**M1 wires**

Scale bar: 20 um.
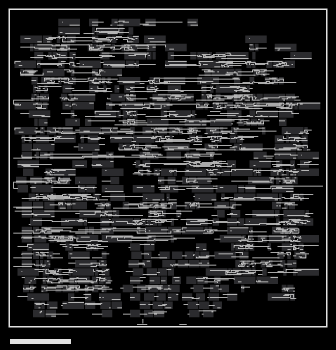
**M2 wires**

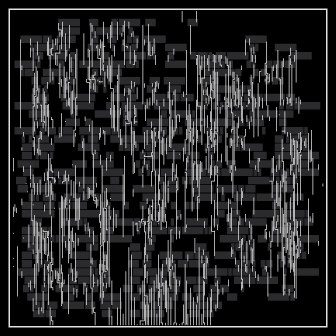
$ cat config.mk
export PLATFORM = sky130hd
export DESIGN_NAME = cpu_step_ctrl
export DESIGN_NICKNAME = d
export VERILOG_FILES = /design/src/rtl/cpu_step_ctrl.sv
export SDC_FILE = /design/constraint.sdc
export NUM_CORES = 1
export LEC_CHECK = 0
export CORE_MARGIN = 1
export CORE_UTILIZATION = 45
export CTS_CLUSTER_SIZE = 8
export DETAILED_ROUTE_END_ITERATION = 10
export PLACE_DENSITY = 0.64
export SLEW_MARGIN = 20
export SYNTH_ARGS = -nofsm -noshare
export SYNTH_HDL_FRONTEND = slang
export SYNTH_SLANG_ARGS = --single-unit
$ cat constraint.sdc
create_clock -name clk -period 3.85 [get_ports clk]
set_clock_uncertainty 0.2 [all_clocks]
set_input_delay 0.5775 -clock clk [delete_from_list [all_inputs] [get_ports clk]]
set_output_delay 0.5775 -clock clk [all_outputs]
set_load 0.005 [all_outputs]
$ cat src/rtl/cpu_step_ctrl.sv
// Button debouncer: two-flop synchroniser, stable-count filter, one-cycle pulse on press.
// Latency: press pulse 2 + DEBOUNCE_CYCLES cycles after a stable low on the raw input.
// Backpressure: none; releases and short bounces produce no pulse.
module cpu_step_debounce #(
    parameter int DEBOUNCE_CYCLES = 1_000_000
) (
    input  logic clk,
    input  logic reset,
    input  logic i_raw_n,
    output logic o_press
);
    localparam int CNT_W = $clog2(DEBOUNCE_CYCLES);
    localparam logic [CNT_W-1:0] CNT_LAST = CNT_W'(DEBOUNCE_CYCLES - 1);

    logic             r_s1;
    logic             r_s2;
    logic             r_level;
    logic             r_level_d;
    logic             r_press;
    logic [CNT_W-1:0] r_cnt;
    logic             w_differ;

    assign w_differ = (r_s2 != r_level);

    always_ff @(posedge clk) begin
        if (reset) begin
            r_s1      <= 1'b1;
            r_s2      <= 1'b1;
            r_level   <= 1'b1;
            r_level_d <= 1'b1;
            r_press   <= 1'b0;
            r_cnt     <= '0;
        end else begin
            r_s1      <= i_raw_n;
            r_s2      <= r_s1;
            r_level_d <= r_level;
            r_press   <= r_level_d & ~r_level;
            if (!w_differ) begin
                r_cnt <= '0;
            end else if (r_cnt == CNT_LAST) begin
                r_level <= r_s2;
                r_cnt   <= '0;
            end else begin
                r_cnt <= r_cnt + 1'b1;
            end
        end
    end

    assign o_press = r_press;
endmodule

// CPU execution control: run/halt/break FSM issuing a one-cycle cpu_ce advance pulse.
// Latency: cpu_ce registered 1 cycle after a press pulse; RUN pulses every active period.
// Backpressure: none; a run press in the pulse cycle drops that pulse.
module cpu_step_ctrl #(
    parameter int DEBOUNCE_CYCLES = 1_000_000,
    parameter int SLOW_PERIOD     = 8_388_608,
    parameter int FAST_PERIOD     = 1_048_576
) (
    input  logic        clk,
    input  logic        reset,
    input  logic        run_btn_n,
    input  logic        step_btn_n,
    input  logic        fast_sw,
    input  logic        bp_en,
    input  logic [15:0] bp_addr,
    input  logic [15:0] pc_in,
    output logic        cpu_ce,
    output logic        running,
    output logic        bp_hit,
    output logic [15:0] step_count
);
    localparam logic [24:0] SLOW_LAST = 25'(SLOW_PERIOD - 1);
    localparam logic [24:0] FAST_LAST = 25'(FAST_PERIOD - 1);

    typedef enum logic [1:0] {
        ST_HALT  = 2'd0,
        ST_RUN   = 2'd1,
        ST_BREAK = 2'd2
    } state_t;

    state_t      r_state;
    state_t      w_state_nxt;
    logic [24:0] r_pace;
    logic [24:0] w_pace_nxt;
    logic        r_skip_bp;
    logic        w_skip_nxt;
    logic        r_ce;
    logic        w_ce_nxt;
    logic [15:0] r_step_count;
    logic        r_fast_s1;
    logic        r_fast_s2;
    logic        w_run_press;
    logic        w_step_press;
    logic [24:0] w_period_last;
    logic        w_pace_due;
    logic        w_bp_match;

    cpu_step_debounce #(.DEBOUNCE_CYCLES(DEBOUNCE_CYCLES)) u_run_db (
        .clk     (clk),
        .reset   (reset),
        .i_raw_n (run_btn_n),
        .o_press (w_run_press)
    );

    cpu_step_debounce #(.DEBOUNCE_CYCLES(DEBOUNCE_CYCLES)) u_step_db (
        .clk     (clk),
        .reset   (reset),
        .i_raw_n (step_btn_n),
        .o_press (w_step_press)
    );

    always_ff @(posedge clk) begin
        if (reset) begin
            r_fast_s1 <= 1'b0;
            r_fast_s2 <= 1'b0;
        end else begin
            r_fast_s1 <= fast_sw;
            r_fast_s2 <= r_fast_s1;
        end
    end

    // >= rather than == so a rate switch to a shorter period fires at once instead of wrapping.
    assign w_period_last = r_fast_s2 ? FAST_LAST : SLOW_LAST;
    assign w_pace_due    = (r_pace >= w_period_last);
    assign w_bp_match    = bp_en && (pc_in == bp_addr);

    always_comb begin
        w_state_nxt = r_state;
        w_pace_nxt  = r_pace;
        w_skip_nxt  = r_skip_bp;
        w_ce_nxt    = 1'b0;
        case (r_state)
            ST_HALT: begin
                if (w_run_press) begin
                    w_state_nxt = ST_RUN;
                    w_pace_nxt  = '0;
                    w_skip_nxt  = 1'b0;
                end else if (w_step_press) begin
                    w_ce_nxt = 1'b1;
                end
            end
            ST_RUN: begin
                w_pace_nxt = r_pace + 1'b1;
                if (w_run_press) begin
                    w_state_nxt = ST_HALT;
                end else if (w_pace_due) begin
                    if (w_bp_match && !r_skip_bp) begin
                        w_state_nxt = ST_BREAK;
                    end else begin
                        w_ce_nxt   = 1'b1;
                        w_pace_nxt = '0;
                        w_skip_nxt = 1'b0;
                    end
                end
            end
            ST_BREAK: begin
                // Resuming sets skip_bp so the PC we stopped on is executed, not re-trapped.
                if (w_run_press) begin
                    w_state_nxt = ST_RUN;
                    w_pace_nxt  = '0;
                    w_skip_nxt  = 1'b1;
                end else if (w_step_press) begin
                    w_ce_nxt    = 1'b1;
                    w_state_nxt = ST_HALT;
                end
            end
            default: begin
                w_state_nxt = ST_HALT;
            end
        endcase
    end

    always_ff @(posedge clk) begin
        if (reset) begin
            r_state      <= ST_HALT;
            r_pace       <= '0;
            r_skip_bp    <= 1'b0;
            r_ce         <= 1'b0;
            r_step_count <= '0;
        end else begin
            r_state   <= w_state_nxt;
            r_pace    <= w_pace_nxt;
            r_skip_bp <= w_skip_nxt;
            r_ce      <= w_ce_nxt;
            if (w_ce_nxt) begin
                r_step_count <= r_step_count + 16'd1;
            end
        end
    end

    assign cpu_ce     = r_ce;
    assign running    = (r_state == ST_RUN);
    assign bp_hit     = (r_state == ST_BREAK);
    assign step_count = r_step_count;
endmodule

==> run summary <==
Numbers from the implementation run.

Of all nets on the critical path, the largest fanout is 26. The proportion of layout cells with a drive suffix above 1 is around 6.2%. The reported net switching power is between 0.3 and 0.4 mW. The maximum clock rate is approximately 0.33 GHz. Counting only logic cells after layout, the most numerous master is sky130_fd_sc_hd__dfxtp_1. The number of global-route vias before repair is 3610. The mean instance size in the synthesized netlist is just under 9 um2. The final number of setup-violating endpoints is 0. The share of the core area taken by cells at floorplan is a little under half. TritonCTS built the clock tree.

The proportion of final cell area spent on non-clock buffers is 10.6%. The count of cells in the finished layout, fillers not included, comes to approximately 730. The tap cell count is ~130.

Synthesis produced a netlist with a net count of between 500 and 600. STA classifies the critical path endpoint as a flip-flop. In the CTS report, the clock slew at the register clock pins of the worst setup and hold paths is listed as about 0.1 ns. The flow ran to the end, and the final reports show no timing, DRC or antenna violations.

For this run, the script counts the antenna cells in the layout as 0. Registers represent a cell area share of around 35%. Along the critical path, the tally of buffer and inverter instances is 1. The power density over cell area is roughly 310 mW/mm2. The first detailed-routing pass ran for 4 iterations. The first global-routing pass estimated about 16000 um of wire. By area the synthesized netlist is led by sky130_fd_sc_hd__dfxtp_1, sky130_fd_sc_hd__nor2_1, sky130_fd_sc_hd__xnor2_1, sky130_fd_sc_hd__xor2_1, sky130_fd_sc_hd__nand3_1. The power report attributes to the clock group a share of a little over a third. Per report_power, the sequential group accounts for just under 60% of the total. The total clock buffers created by CTS is 9. The clock network takes up 3.29% of total cell area after layout.

Entering global routing, the biggest net connects 43 pins. The final-report hold violation count is 0. According to the I/O placement log, the pin count is between 50 and 60. Ranking logic cells in the layout by count gives the top entries sky130_fd_sc_hd__dfxtp_1, sky130_fd_sc_hd__nor2_1, sky130_fd_sc_hd__clkdlybuf4s50_1, sky130_fd_sc_hd__nand2_1, sky130_fd_sc_hd__nand3_1. The detail route stage leaves a number of antenna-violating nets equal to 0. The Yosys warning count is 0. For reference, the final report shows the max-slew violation count at 0.

Adding up every negative setup slack in the final design gives 0 ns. The final core utilization is 55.5%. Internal power comes to 1.31 mW. Sequential elements use a little over two fifths of the synthesized area. The most common cell in the synthesized netlist is sky130_fd_sc_hd__dfxtp_1. The leakage power in the latest report is slightly below 2 nW. For this design, the CTS-stage hold fixing added 0 buffers. Counting I/O delays and the setup requirement, the final critical path takes 2.99 ns. Detailed placement reports a standard cell area of 0.00530 mm2. The dominant kind of combinational cell is simple AND/OR/NAND/NOR gates. The initial antenna violation count was 0.

Summing internal, switching and leakage power gives between 1.5 and 2 mW. The number of vias per cell is ~5.3. The area share of xor/xnor cells in the synthesized design is about a tenth.

The count of flip-flops with a built-in enable after synthesis is 0. The combined area of all synthesized cells is roughly 0.0046 mm2. Of the total synthesized cell area, the portion taken by AND, OR, NAND and NOR gates is between 30% and 40%. 404 cells are multi-input combinational gates.

After synthesis, the largest area contributor takes up a little over two fifths of total cell area. The combinational power share is about 5.0%. The worst setup slack after placement is around 0.47 ns. The final layout contains around 630 nets. Per the OpenROAD timing report, the critical path contains 8 cells. The number of fill cells in the layout is between 900 and 1k. The placeable core area is 0.00986 mm2.

In this run the layout overhead on the synthesized area is reported as 18.4%. The slowest stage of the critical path is the sky130_fd_sc_hd__a32oi_4 cell. Per the post-synthesis report, the number of cells in the design is about 530.

At the end of routability-driven placement, the weighted congestion stood at a little under 0.8. The sum of overflow across all layers after global routing is 0. The most frequently used flop master after synthesis is sky130_fd_sc_hd__dfxtp_1. The inverter tally of the final layout excluding the clock network is 17.

The flow reports power dissipated in the clock network as 0.613 mW. For the worst-skew pair, the clock arrives at the later sink with an insertion delay of 0.36 ns. The pin closest to its max-slew limit shows a slew of ~0.69 ns. The register with the most flip-flops in the layout has 25 of them.

The chip occupies roughly 0.011 mm2. The top register by number of flip-flops is r_pace. In this run the core area contains 36 standard-cell rows. The share of cell area taken by muxes after synthesis is about 2.1%. The count of max-cap constraint violations is 0. The worst setup path is launched from a primary input. The group that draws the most power in this run is registers. The unique cell type count in the Yosys netlist is roughly 55. The arrival time reported for the critical path endpoint is approximately 3.1 ns. The share of synthesized registers carrying an async set or reset is 0%. TritonRoute reported its final design rule violation total as 0.

The number of OpenROAD warnings is 26. The report puts the cell count of the worst reg-to-reg path at 7. The worst-case hold slack is between 0.2 and 0.25 ns. The flow reports power dissipated in sequential cells as about 1 mW. The number of buffer cells added on primary ports is roughly 56. The tightest min-delay check is of the flip-flop to flip-flop type.

The number of placed instances, taps included, is 710. The leading cell category by total area is multi-input combinational cells. By count the netlist is led by sky130_fd_sc_hd__dfxtp_1, sky130_fd_sc_hd__nor2_1, sky130_fd_sc_hd__nand2_1. The signal on the critical path passes through clkdlybuf4s50_1 > xnor2_1 > nand4_1 > nor4_2 > nand2_1 > a32oi_4 > nor4_1 > mux2_1. Setup repair after global routing left no endpoint under its margin.

The final worst-path setup slack is 0.862 ns. The number of flip-flops and latches in the synthesized netlist is 97. After Yosys synthesis, full adders, half adders and majority gates account for 1.89% of the synthesized area.

Post-synthesis, Yosys gives the total cell area as 0.00463 mm2. The clock sink count is a little under 100. The worst hold path passes through 2 cells. Of the available clock period, the critical path in the final layout requires between 70% and 80%. The worst ir drop on vdd is between 200 and 250 uV. The data required time at the worst endpoint is between 3 and 4 ns. In this run the vertical extent of the chip is around 100 um. The timing report gives the biggest stage delay along the critical path as about 0.65 ns.

In the Yosys report the total cell count is 534. The area fraction in compound gates after synthesis is between 10% and 20%. Per the slew report, the remaining headroom to the max-slew limit stands at a little over half. The registers reported with the highest flop counts are r_pace (25), u_run_db.r_cnt (20), u_step_db.r_cnt (20).

The count of instances resized after the clock tree is built is 0. The fraction of area in multi-input gates is 46.4%. Global routing consumed, over all layers together, 19.2% of the routing resources.

Looking at the setup timing report, the critical path kind is primary input to flip-flop. The fraction of power spent switching nets is between 20% and 30%. The top cell family by delay on the critical path is simple AND/OR/NAND/NOR gates.

The combinational logic power is ~0.085 mW. Once the clock tree was built, the setup fixing pass inserted 0 buffers. After legalization and detailed placement, the total HPWL measured 6820 um. The number of sequential cells is 97. The post-detailed-route wirelength per cell is approximately 13 um. The flip-flop and latch area is a little under 0.002 mm2. The area taken by multi-input combinational cells is reported as about 0.0025 mm2. The library cell occupying the most area in the post-synthesis netlist is sky130_fd_sc_hd__dfxtp_1. Looking at the clock tree report, the H-tree level count equals 3. The initial DRC count is 119.

Leaving out the clock tree, the finished layout contains a buffer count of slightly below 60. The final standard cell area without fillers is 0.00548 mm2. The cell sitting at the root of the clock tree is a sky130_fd_sc_hd__clkbuf_8. The layout has 10 clock buffers. The horizontal die dimension reported for this design is between 100 and 150 um. Counting along the longest clock path gives a buffer depth of 2.
Back to the opening pictures, 'M1 wires':
- main direction: horizontal
- longest straight run: 30.4 um
- share of all routed wire: 47%
total length of routed wires: 9590 um
GR Layer Usage met1: 24.4%
vias after detailed routing: 3881

Back to the opening pictures, 'M2 wires':
- longest straight run: 28.9 um
- share of all routed wire: 48%
- main direction: vertical

-- final timing paths --
check                      startpoint                end  slack, ns
setup / recovery             pc_in[7]     step_count[14]       0.86
hold / removal    u_step_db.r_level_d  u_step_db.o_press       0.21
setup reg to reg           r_pace[21]     step_count[14]       0.94
hold reg to reg   u_step_db.r_level_d  u_step_db.o_press       0.21
-- tightest hold or removal path, cell delays in order (launching register included) --
cell and delay, ns:
sky130_fd_sc_hd__dfxtp_1 0.31, sky130_fd_sc_hd__inv_1 0.04, sky130_fd_sc_hd__nor2_1 0.03
-- metal layers --
metal  vias to the layer above  wire [um]  GRT usage (%)
li1                       1993          -              -
met1                      1806       4490           24.4
met2                        64       4620           31.9
met3                        18        321           4.91
met4                         0        161           6.18
met5                         -          0              0
Power is estimated from default activity; no workload was simulated.
